io_fan.png
Drawn at 3 px/um.
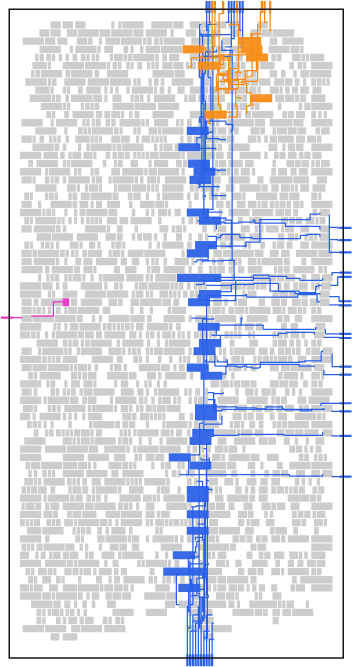
placement_by_type.png
Drawn at 1.5 px/um.
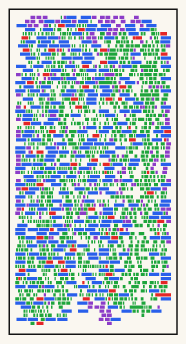
===== src/rtl/pov_pkg.sv =====
// Shared constants and divider state type for the POV display timing slice.
package pov_pkg;

    localparam int unsigned PERIOD_W       = 32;
    localparam int unsigned NUM_COLUMNS    = 100;
    localparam int unsigned COL_W          = $clog2(NUM_COLUMNS);
    localparam int unsigned DEFAULT_PERIOD = 3_640_000;

    typedef enum logic [1:0] {IDLE, DIV, LOAD} div_state_t;

endpackage


===== src/rtl/seq_divider.sv =====
// Restoring divider by a constant: one quotient bit per cycle, done pulses in LOAD.
module seq_divider import pov_pkg::*; #(
    parameter int unsigned WIDTH   = PERIOD_W,
    parameter int unsigned DIVISOR = NUM_COLUMNS
) (
    input  logic             clk,
    input  logic             rst,
    input  logic             start,
    input  logic [WIDTH-1:0] dividend,
    output logic [WIDTH-1:0] quotient,
    output logic             done
);

    localparam int unsigned CNT_W = (WIDTH > 1) ? $clog2(WIDTH) : 1;
    localparam logic [WIDTH:0]   DIV_WIDE   = (WIDTH+1)'(DIVISOR);
    localparam logic [WIDTH-1:0] DIV_NARROW = WIDTH'(DIVISOR);

    div_state_t       state, nextState;
    logic [CNT_W-1:0] bitCnt;
    logic [WIDTH-1:0] rem, quo;
    logic [WIDTH:0]   shifted;
    logic             fits;

    // Partial remainder is always below the divisor, so the shifted value fits WIDTH+1 bits.
    assign shifted  = {rem, quo[WIDTH-1]};
    assign fits     = shifted >= DIV_WIDE;
    assign quotient = quo;

    always_ff @(posedge clk) begin
        if (rst) state <= IDLE;
        else     state <= nextState;
    end

    always_comb begin
        nextState = state;
        case (state)
            IDLE:    if (start) nextState = DIV;
            DIV:     if (bitCnt == CNT_W'(WIDTH - 1)) nextState = LOAD;
            LOAD:    nextState = IDLE;
            default: nextState = IDLE;
        endcase
    end

    always_comb begin
        done = (state == LOAD);
    end

    always_ff @(posedge clk) begin
        if (rst) begin
            bitCnt <= '0;
            rem    <= '0;
            quo    <= '0;
        end else begin
            case (state)
                IDLE: begin
                    if (start) begin
                        bitCnt <= '0;
                        rem    <= '0;
                        quo    <= dividend;
                    end
                end
                DIV: begin
                    rem    <= fits ? (shifted[WIDTH-1:0] - DIV_NARROW) : shifted[WIDTH-1:0];
                    quo    <= {quo[WIDTH-2:0], fits};
                    bitCnt <= bitCnt + CNT_W'(1);
                end
                default: ;
            endcase
        end
    end

endmodule


===== src/rtl/rotation_timer.sv =====
// Measures rotor period from the hall sensor and generates per-column strobes and index.
module rotation_timer #(
    parameter int unsigned PERIOD_W       = pov_pkg::PERIOD_W,
    parameter int unsigned NUM_COLUMNS    = pov_pkg::NUM_COLUMNS,
    parameter int unsigned MIN_PERIOD     = 500_000,
    parameter int unsigned MAX_PERIOD     = 100_000_000,
    parameter int unsigned DEFAULT_PERIOD = pov_pkg::DEFAULT_PERIOD
) (
    input  logic                           clk,
    input  logic                           RESET,
    input  logic                           hallSensor,
    output logic [PERIOD_W-1:0]            rotation_period,
    output logic [PERIOD_W-1:0]            column_period,
    output logic                           col_tick,
    output logic [$clog2(NUM_COLUMNS)-1:0] col_index,
    output logic                           frame_start,
    output logic                           period_valid,
    output logic                           stalled
);

    localparam int unsigned COL_W = $clog2(NUM_COLUMNS);
    localparam logic [PERIOD_W-1:0] MIN_CNT  = PERIOD_W'(MIN_PERIOD);
    localparam logic [PERIOD_W-1:0] MAX_CNT  = PERIOD_W'(MAX_PERIOD);
    localparam logic [PERIOD_W-1:0] RST_ROT  = PERIOD_W'(DEFAULT_PERIOD);
    localparam logic [PERIOD_W-1:0] RST_COL  = PERIOD_W'(DEFAULT_PERIOD / NUM_COLUMNS);
    localparam logic [COL_W-1:0]    LAST_COL = COL_W'(NUM_COLUMNS - 1);

    // The divider must be idle again before the next acceptable edge can arrive.
    if (MIN_PERIOD <= PERIOD_W + 2) begin : gMinPeriodCheck
        $error("MIN_PERIOD must exceed PERIOD_W+2");
    end

    logic                hallSync1, hallSync2, hallPrev, hallEdge;
    logic                armed, accept, stallHit, divDone, lastCol, colEnd;
    logic [PERIOD_W-1:0] cnt, sample, colCnt, colLen, quotient;

    assign accept   = hallEdge && !(armed && cnt < MIN_CNT);
    assign stallHit = armed && (cnt == MAX_CNT) && !accept;
    assign lastCol  = (col_index == LAST_COL);
    assign colEnd   = (colCnt == colLen - PERIOD_W'(1));

    always_ff @(posedge clk) begin
        if (RESET) begin
            hallSync1 <= 1'b0;
            hallSync2 <= 1'b0;
            hallPrev  <= 1'b0;
            hallEdge  <= 1'b0;
        end else begin
            hallSync1 <= hallSensor;
            hallSync2 <= hallSync1;
            hallPrev  <= hallSync2;
            hallEdge  <= hallPrev & ~hallSync2;
        end
    end

    seq_divider #(
        .WIDTH   (PERIOD_W),
        .DIVISOR (NUM_COLUMNS)
    ) uDivider (
        .clk      (clk),
        .rst      (RESET),
        .start    (accept && armed),
        .dividend (cnt),
        .quotient (quotient),
        .done     (divDone)
    );

    always_ff @(posedge clk) begin
        if (RESET) begin
            cnt             <= '0;
            sample          <= '0;
            armed           <= 1'b0;
            stalled         <= 1'b0;
            period_valid    <= 1'b0;
            rotation_period <= RST_ROT;
            column_period   <= RST_COL;
        end else begin
            if (accept) begin
                cnt     <= PERIOD_W'(1);
                armed   <= 1'b1;
                stalled <= 1'b0;
                if (armed) sample <= cnt;
            end else if (cnt != MAX_CNT) begin
                cnt <= cnt + PERIOD_W'(1);
            end
            if (stallHit) begin
                stalled      <= 1'b1;
                period_valid <= 1'b0;
                armed        <= 1'b0;
            end
            if (divDone) begin
                rotation_period <= sample;
                column_period   <= (quotient == '0) ? PERIOD_W'(1) : quotient;
                period_valid    <= 1'b1;
            end
        end
    end

    // colLen latches column_period only at column starts so a new period never splits a column.
    always_ff @(posedge clk) begin
        if (RESET) begin
            colCnt      <= '0;
            colLen      <= RST_COL;
            col_index   <= '0;
            col_tick    <= 1'b0;
            frame_start <= 1'b0;
        end else begin
            col_tick    <= 1'b0;
            frame_start <= 1'b0;
            if (accept) begin
                colCnt      <= '0;
                colLen      <= column_period;
                col_index   <= '0;
                col_tick    <= 1'b1;
                frame_start <= 1'b1;
            end else if (!stalled && !stallHit && !(armed && lastCol)) begin
                if (colEnd) begin
                    colCnt   <= '0;
                    colLen   <= column_period;
                    col_tick <= 1'b1;
                    if (lastCol) begin
                        col_index   <= '0;
                        frame_start <= 1'b1;
                    end else begin
                        col_index <= col_index + COL_W'(1);
                    end
                end else begin
                    colCnt <= colCnt + PERIOD_W'(1);
                end
            end
        end
    end

endmodule


===== config.mk =====
export PLATFORM = sky130hd
export DESIGN_NAME = rotation_timer
export DESIGN_NICKNAME = d
export VERILOG_FILES = /design/src/rtl/pov_pkg.sv /design/src/rtl/seq_divider.sv /design/src/rtl/rotation_timer.sv
export SDC_FILE = /design/constraint.sdc
export NUM_CORES = 1
export LEC_CHECK = 0
export CORE_ASPECT_RATIO = 2
export CORE_MARGIN = 3
export CORE_UTILIZATION = 61
export CTS_BUF_LIST = sky130_fd_sc_hd__clkbuf_8
export CTS_CLUSTER_SIZE = 28
export DETAILED_ROUTE_END_ITERATION = 10
export GPL_TIMING_DRIVEN = 0
export PLACE_DENSITY = 0.8
export SYNTH_ARGS = -nofsm -noshare
export SYNTH_HDL_FRONTEND = slang
export SYNTH_SLANG_ARGS = --single-unit
export TNS_END_PERCENT = 100

===== constraint.sdc =====
create_clock -name clk -period 3.97 [get_ports clk]
set_input_delay 0.794 -clock clk [delete_from_list [all_inputs] [get_ports clk]]
set_output_delay 0.794 -clock clk [all_outputs]
set_load 0.005 [all_outputs]

==> results.txt <==
fresh numbers from the pnr run: buffers outside the clock class=224, vias in the first global route=13,120, Tapcells=273, setup slack after layout=between 0.03 and 0.04 ns, GP Congestion=~0.99, Seq. cell area=0.005585 sq mm, routed wire length per instance=19.12 um, status=completed, grt total ovfl=0, Mean Syn Cell Area=7.856 sq um, WP data required=4.41 ns, comb area leader=simple AND/OR/NAND/NOR gates, chip height=between 200 and 250 um, Syn. warnings=0, Syn Std Cell Area=0.01342 sq mm, hpwl dp=30.77 mm, Via-to-Cell Ratio=6.176, area grow syn2layout=15.14%, Post-Syn Instances=1,708, area fraction in and, or, nand and nor cells=just under 30%, Initial DRT Pass Iterations=7, EDFF count, synth=0, comb_multi_in=~1,300, Critical path origin=colLen[6]$_SDFFE_PP0P_, FF-to-FF End=col_index[3]$_SDFFE_PP0P_, Leak=5.185 nW, Log Warnings=28, power per standard cell area=335.9 mW/mm^2, reg2reg setup slack=0.03 ns, CTS tree=built, Final period util=99.19%, Buf/Inv on CP=4, DR iter-0 viols=983, Die Span X=110.9 um, Layout non-clock buf frac=8.965%, # H-tree levels=2, Hold Path Sink=hallEdge$_SDFF_PP0_, fin. max-slew vios=0, # Cells Yosys=between 1,500 and 2,000, Seq cells post-synth=279, Flop pwr share=54.3%, clock-cell share of area=4.981%, DRC viols=0, final setup fails=0, Net Sw Frac=23.27%, XORs/XNORs by Area=roughly 8%, first-pass GRT wire length=65.49 mm, Fin. Hold Viols=0, slowest stage delay, CP=0.61 ns, Hold Crit Start=hallSync2$_SDFF_PP0_, most frequent CP cell=buf_2, Biggest Area Class=combinational gates, Comb group=123 uW, Setup Fix Bufs, Post-CTS=4, RSZ-0062 raised after global routing=no, PostCTS Resize Cnt=7, P_int=3.982 mW, Cell Area, Placed=about 0.015 sq mm, Slew HR=a little under a third, critical path peak fanout=10, wirelength, routed=around 41 mm, crit path kind=register to register, Placed Instances=2,058, Synth Seq Share=41.63%, Init Core Util=62.16%, min cycle time layout=3.938 ns, P_clk=roughly 2.3 mW, nets@finish=1,845, Async SR Flop Fraction=0%, CP max-delay cell=or4_4, Final ANT Viol Nets=0, Clock Path Buffers=3, multi-input combinational area share=a little under half, Clock Latency Late Sink=around 0.58 ns, Compound Share, Synth=15.27%, Worst Setup End Kind=register, inverter count=17, Gate Area=around 0.0073 sq mm, CTS Hold Buffers Added=0, fmax=253.9 MHz, WP data arrival=4.38 ns, CP Cell Sequence=buf_2, or4_1, clkbuf_1, nor4_1, o311ai_0, a22oi_1, o2111ai_2, or4_4, buf_6, buf_2, o311ai_2, o41ai_2, total power=5.190 mW, Clock Sink Count=279, most common logic cells in the final layout=nand2_1 (392), dfxtp_1 (279), nor2_1 (123), total number of vias=13,160, # clk buffers=47, Max power group=sequential cells
-- io_fan.png (at the start) --
magenta -> hallSensor  # bits 1, direction input, edge left, end cells 1, wire 19.0 um
blue -> column_period  # bits 32, direction output, edge 15 right, 10 bottom, 7 top, end cells 32, wire 2,010 um
orange -> col_index  # bits 7, direction output, edge top, end cells 7, wire 407 um
IO Port Bufs: 76
I/O pins: 78

-- placement_by_type.png (at the start) --
red -> clock drivers and dummy loads  # cells 67, share of their area 5.1%
green -> combinational and other logic  # cells 1,288, share of their area 49%
purple -> remaining buffers and delay cells  # cells 224, share of their area 9.2%
blue -> sequential cells  # cells 279, share of their area 37%
Final Instance Area: 0.01545 sq mm
final core occ: 71.57%
Core Region: 0.02159 sq mm
site row count: 76
Seq area share: 36.15%

[layer usage]
| metal | wire (um) | track usage, % |
|---|---|---|
| met3 | 1967 | 4.630 |
| met5 | 0 | 0 |
| met1 | 13270 | 31.38 |
| met4 | 3941 | 29.10 |
| met2 | 21570 | 62.57 |
[cell usage after synthesis (all sizes together), types with 7 or more instances]
cell / n / area, sq um
xnor2: 53 / 464.2
nor4: 35 / 240.2
buf: 21 / 98.85
o311ai: 30 / 270.3
nand3: 46 / 230.2
or4: 11 / 90.08
o211ai: 8 / 60.06
and4: 7 / 61.31
nor4b: 10 / 87.58
and3: 40 / 250.2
ha: 9 / 112.6
nand4: 32 / 200.2
nor2b: 13 / 81.33
nand2: 392 / 1471
or3: 11 / 68.82
a21oi: 100 / 500.5
nor3: 79 / 395.4
and2: 8 / 50.05
nor2: 126 / 480.5
inv: 17 / 63.81
a2bb2oi: 27 / 236.5
a311oi: 30 / 262.8
clkbuf: 120 / 450.4
dfxtp: 279 / 5585
o21ai: 34 / 170.2
a22o: 7 / 61.31
a211oi: 15 / 112.6
a22oi: 7 / 52.55
xor2: 69 / 604.3
[worst max path at each step]
stage | to | slack [ns] | cells past startpoint
6_report | col_index[3]$_SDFFE_PP0P_ | 0.03 | 12
4_1_cts | uDivider.rem[11]$_SDFFE_PP0P_ | 0.003 | 10
5_1_grt | colLen[0]$_SDFFE_PP0P_ | 0.02 | 11
2_1_floorplan | col_index[3]$_SDFFE_PP0P_ | 0.67 | 11
3_5_place_dp | colLen[27]$_SDFFE_PP0P_ | -0.56 | 11
3_3_place_gp | col_index[2]$_SDFFE_PP0P_ | -0.58 | 11
[sequential cells by signal (all words and copies together) (netlist names), 32 cells and up]
signal             count
column_period         32
uDivider.rem          32
colCnt                32
uDivider.quotient     32
rotation_period       32
colLen                32
sample                32
cnt                   32
Power is estimated from default activity; no workload was simulated.
